pinout.png
Pins as bars across the die edge, other pins in grey.
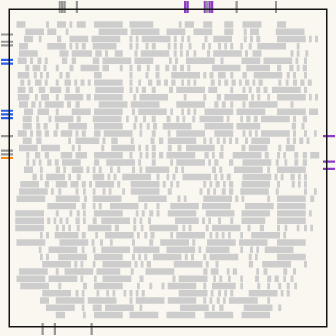
layers.png
Two of the layers only.
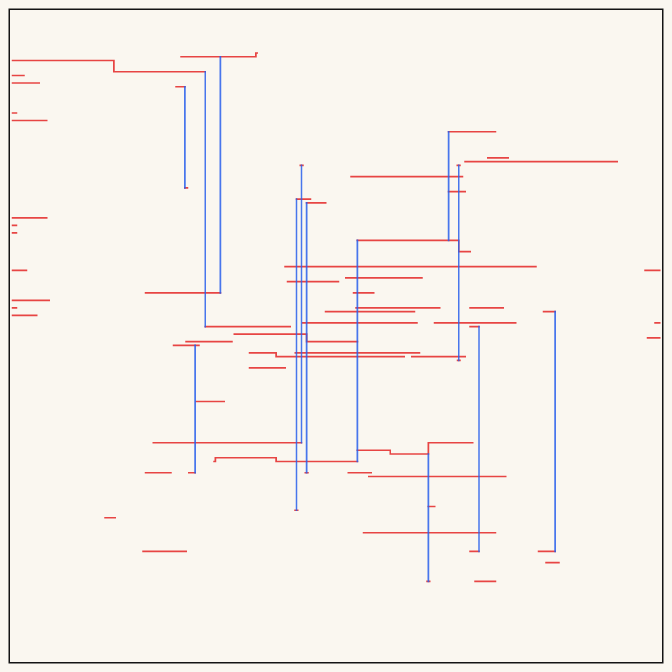
ff_map.png
Other sequential cells in the stronger grey, the rest of the logic in the fainter grey.
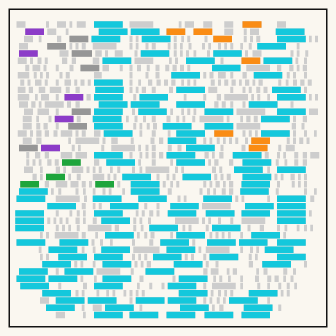
**src/rtl/uart_tx_fifo.sv**
```systemverilog
// Byte FIFO feeding the UART transmitter: bytes in at up to one per clock, popped one per frame.
// Latency: write -> o_tx_data_avail two edges later when idle; a full FIFO drops writes and pulses o_overflow.

module fifo #(
    parameter int DEPTH  = 16,
    parameter int ADDR_W = 4,
    parameter int DAT_W  = 8
) (
    input  logic              clk,
    input  logic              rst,
    input  logic              i_wr_en,
    input  logic [DAT_W-1:0]  i_wr_data,
    input  logic              i_rd_en,
    output logic [DAT_W-1:0]  o_rd_data,
    output logic [ADDR_W:0]   o_count,
    output logic              o_full,
    output logic              o_empty
);

    localparam logic [ADDR_W:0] LP_DEPTH = (ADDR_W+1)'(DEPTH);

    logic [DAT_W-1:0]  r_mem [DEPTH];
    logic [ADDR_W-1:0] r_wr_ptr;
    logic [ADDR_W-1:0] r_rd_ptr;
    logic [ADDR_W:0]   r_count;
    logic              w_wr_ok;
    logic              w_rd_ok;

    // Fullness and emptiness are judged from the count at the start of the cycle.
    assign o_full    = (r_count == LP_DEPTH);
    assign o_empty   = (r_count == '0);
    assign w_wr_ok   = i_wr_en && !o_full;
    assign w_rd_ok   = i_rd_en && !o_empty;
    assign o_rd_data = r_mem[r_rd_ptr];
    assign o_count   = r_count;

    always_ff @(posedge clk) begin
        if (w_wr_ok) begin
            r_mem[r_wr_ptr] <= i_wr_data;
        end
    end

    always_ff @(posedge clk) begin
        if (rst) begin
            r_wr_ptr <= '0;
            r_rd_ptr <= '0;
            r_count  <= '0;
        end else begin
            if (w_wr_ok) begin
                r_wr_ptr <= r_wr_ptr + ADDR_W'(1);
            end
            if (w_rd_ok) begin
                r_rd_ptr <= r_rd_ptr + ADDR_W'(1);
            end
            case ({w_wr_ok, w_rd_ok})
                2'b10:   r_count <= r_count + (ADDR_W+1)'(1);
                2'b01:   r_count <= r_count - (ADDR_W+1)'(1);
                default: r_count <= r_count;
            endcase
        end
    end

endmodule

module uart_tx_fifo #(
    parameter int DEPTH  = 16,
    parameter int ADDR_W = 4
) (
    input  logic              clk,
    input  logic              rst,
    input  logic              i_wr_en,
    input  logic [7:0]        i_wr_data,
    output logic              o_full,
    output logic              o_empty,
    output logic [ADDR_W:0]   o_count,
    output logic              o_overflow,
    output logic              o_tx_data_avail,
    output logic [7:0]        o_tx_data_byte,
    input  logic              i_tx_active,
    input  logic              i_tx_done
);

    typedef enum logic [0:0] {
        ST_IDLE      = 1'b0,
        ST_WAIT_DONE = 1'b1
    } state_t;

    state_t      r_state;
    state_t      w_state_nxt;
    logic        w_pop;
    logic        w_full;
    logic        w_empty;
    logic [7:0]  w_head;
    logic        r_overflow;
    logic        r_tx_data_avail;
    logic [7:0]  r_tx_data_byte;

    fifo #(
        .DEPTH  (DEPTH),
        .ADDR_W (ADDR_W),
        .DAT_W  (8)
    ) u_buf (
        .clk       (clk),
        .rst       (rst),
        .i_wr_en   (i_wr_en),
        .i_wr_data (i_wr_data),
        .i_rd_en   (w_pop),
        .o_rd_data (w_head),
        .o_count   (o_count),
        .o_full    (w_full),
        .o_empty   (w_empty)
    );

    always_ff @(posedge clk) begin
        if (rst) begin
            r_state <= ST_IDLE;
        end else begin
            r_state <= w_state_nxt;
        end
    end

    // A byte written this cycle is not visible here until the count updates.
    always_comb begin
        w_state_nxt = r_state;
        w_pop       = 1'b0;
        case (r_state)
            ST_IDLE: begin
                if (!w_empty && !i_tx_active) begin
                    w_pop       = 1'b1;
                    w_state_nxt = ST_WAIT_DONE;
                end
            end
            ST_WAIT_DONE: begin
                if (i_tx_done) begin
                    w_state_nxt = ST_IDLE;
                end
            end
            default: w_state_nxt = ST_IDLE;
        endcase
    end

    always_ff @(posedge clk) begin
        if (rst) begin
            r_overflow      <= 1'b0;
            r_tx_data_avail <= 1'b0;
            r_tx_data_byte  <= 8'h00;
        end else begin
            r_overflow      <= i_wr_en && w_full;
            r_tx_data_avail <= w_pop;
            if (w_pop) begin
                r_tx_data_byte <= w_head;
            end
        end
    end

    assign o_full          = w_full;
    assign o_empty         = w_empty;
    assign o_overflow      = r_overflow;
    assign o_tx_data_avail = r_tx_data_avail;
    assign o_tx_data_byte  = r_tx_data_byte;

endmodule

```
**config.mk**
```make
export PLATFORM = sky130hd
export DESIGN_NAME = uart_tx_fifo
export DESIGN_NICKNAME = d
export VERILOG_FILES = /design/src/rtl/uart_tx_fifo.sv
export SDC_FILE = /design/constraint.sdc
export NUM_CORES = 1
export LEC_CHECK = 0
export ABC_AREA = 1
export ABC_CLOCK_PERIOD_IN_PS = 3700
export CAP_MARGIN = 40
export CELL_PAD_IN_SITES_DETAIL_PLACEMENT = 1
export CELL_PAD_IN_SITES_GLOBAL_PLACEMENT = 1
export CORE_MARGIN = 1.5
export CORE_UTILIZATION = 50
export DETAILED_ROUTE_END_ITERATION = 16
export PLACE_DENSITY_LB_ADDON = 0.1
export REMOVE_ABC_BUFFERS = 1
export SETUP_SLACK_MARGIN = 0.15
export SYNTH_ARGS = -nofsm -noshare
export SYNTH_HDL_FRONTEND = slang
export SYNTH_SLANG_ARGS = --single-unit
```
**constraint.sdc**
```tcl
create_clock -name clk -period 3.7 [get_ports clk]
set_clock_uncertainty 0.15 [all_clocks]
set_input_delay 0.74 -clock clk [delete_from_list [all_inputs] [get_ports clk]]
set_output_delay 0.74 -clock clk [all_outputs]
set_load 0.02 [all_outputs]
```
==> impl_metrics.tcl <==
# implementation run metrics
set metrics [dict create \
    status "completed" \
    largest_area_cell "edfxtp_1" \
    h-tree-depth 4 \
    cap_viol_max_count 0 \
    whs_ns 0.3194 \
    pin_count 30 \
    grt_pass1_wl_um 26990 \
    cts.sinks 152 \
    use_met1_pct 32.59 \
    critical_path.startpoint "u_buf.o_count[3]" \
    cp_num_buf_inv 2 \
    max_stage_delay_ns 0.60 \
    crit_required_ns 2.81 \
    arrival_ns 1.83 \
    placedCellCount 855 \
    crit_path_end_kind "output port" \
    layout_top_cell "nand2_1" \
    dp_hpwl_um 11020 \
    syn_area_um2 6648 \
    drc 0 \
    busiest_layer "met2" \
    setup_viol 0 \
    ys_warn_count 0 \
    slew_headroom_pct 42.97 \
    first_pass_iters 5 \
    dieArea_um2 14000 \
    lay_top_cells "223 x nand2_1, 128 x edfxtp_1, 93 x nand3_1" \
]
About pinout.png:
Key: o_count = blue [pins 5, direction output, edge left]; o_tx_data_byte = purple [pins 8, direction output, edge 5 top, 3 right]; i_wr_en = orange [pins 1, direction input, edge left]

About layers.png:
Key: M4 = blue [wire length 489 um]; M3 = red [wire length 632 um]
GRT Util Overall: 25.95%
overall routed net length: 16,950 um
vias: 4,652
routed len/inst: 19.11 um

About ff_map.png:
Key: u_buf.o_count = purple [placed flops 5]; o_tx_data_byte = orange [placed flops 8, where top right]; u_buf.r_mem = cyan [placed flops 128, where spread over the die]; u_buf.r_wr_ptr = green [placed flops 4, where left middle]
sequential logic power: 2.04 mW
post-layout util: 59.70%

## cell type report
type                            instances  area, um2
Sequential cell                       152       4325
Clock inverter                         15      135.1
Inverter                               96      360.3
Tap cell                              172      215.2
Multi-Input combinational cell        399       1789
Timing Repair Buffer                   36      375.4
Fill cell                            1385       5147
Clock buffer                           17      425.4
## worst min path at each step
stage / start / end / slack (ns)
after CTS: r_state / r_state / 0.32
after floorplan: r_state / r_state / 0.29
after global placement: r_state / r_state / 0.31
final: r_state / r_state / 0.32
after global routing: r_state / r_state / 0.35
after detailed placement: r_state / r_state / 0.31
## metal layers
metal | part of all wire, % | vias to the layer above
li1 | - | 2234
met1 | 43 | 2280
met2 | 50 | 108
met3 | 3.7 | 30
met4 | 2.9 | 0
met5 | 0 | -
## tightest hold or removal path, stage by stage, from the launching register on
cell,delay [ns]
dfxtp_1,0.31
nand2_1,0.06
a21oi_1,0.05
## where the power goes
part           internal (mW)  switching [mW]
Sequential              1.97          0.0695
Combinational          0.514            1.04
Clock                  0.979           0.665
Total                   3.46            1.77
## cell usage after synthesis (2+ instances only)
| library cell | number |
|---|---|
| inv_1 | 92 |
| o21ai_0 | 8 |
| buf_2 | 13 |
| clkinv_1 | 2 |
| clkbuf_1 | 4 |
| inv_2 | 2 |
| dfxtp_1 | 24 |
| nand2_2 | 3 |
| nor2_1 | 39 |
| nand4_1 | 2 |
| nand2_1 | 223 |
| xor2_1 | 4 |
| ha_1 | 9 |
| edfxtp_1 | 128 |
| a21oi_1 | 13 |
| nand3_1 | 93 |
| buf_6 | 2 |
| buf_4 | 9 |
## per-stage QoR
step	util, %	cell area, um2
floorplan	-	6474
global placement	54.94	7018
detailed placement	55.31	7066
CTS	59.70	7626
global route	59.70	7626
finish	59.70	7626
## flip-flops by register name (all words and copies together), names as in the netlist
register,flops
u_buf.r_mem,128
r_state,1
u_buf.r_rd_ptr,4
u_buf.o_count,5
o_overflow,1
o_tx_data_byte,8
u_buf.r_wr_ptr,4
o_tx_data_avail,1
## kinds of logic after synthesis
logic type	count (synthesis)	synth area share, %
AOI/OAI and AO/OA	23	1.807
xor gates and xnor gates	5	0.6587
DFF	152	65.05
buffers and inverters	125	8.037
and+or+nand+nor	361	22.45
adders and majority gates	10	1.995
Power is estimated from default activity; no workload was simulated.
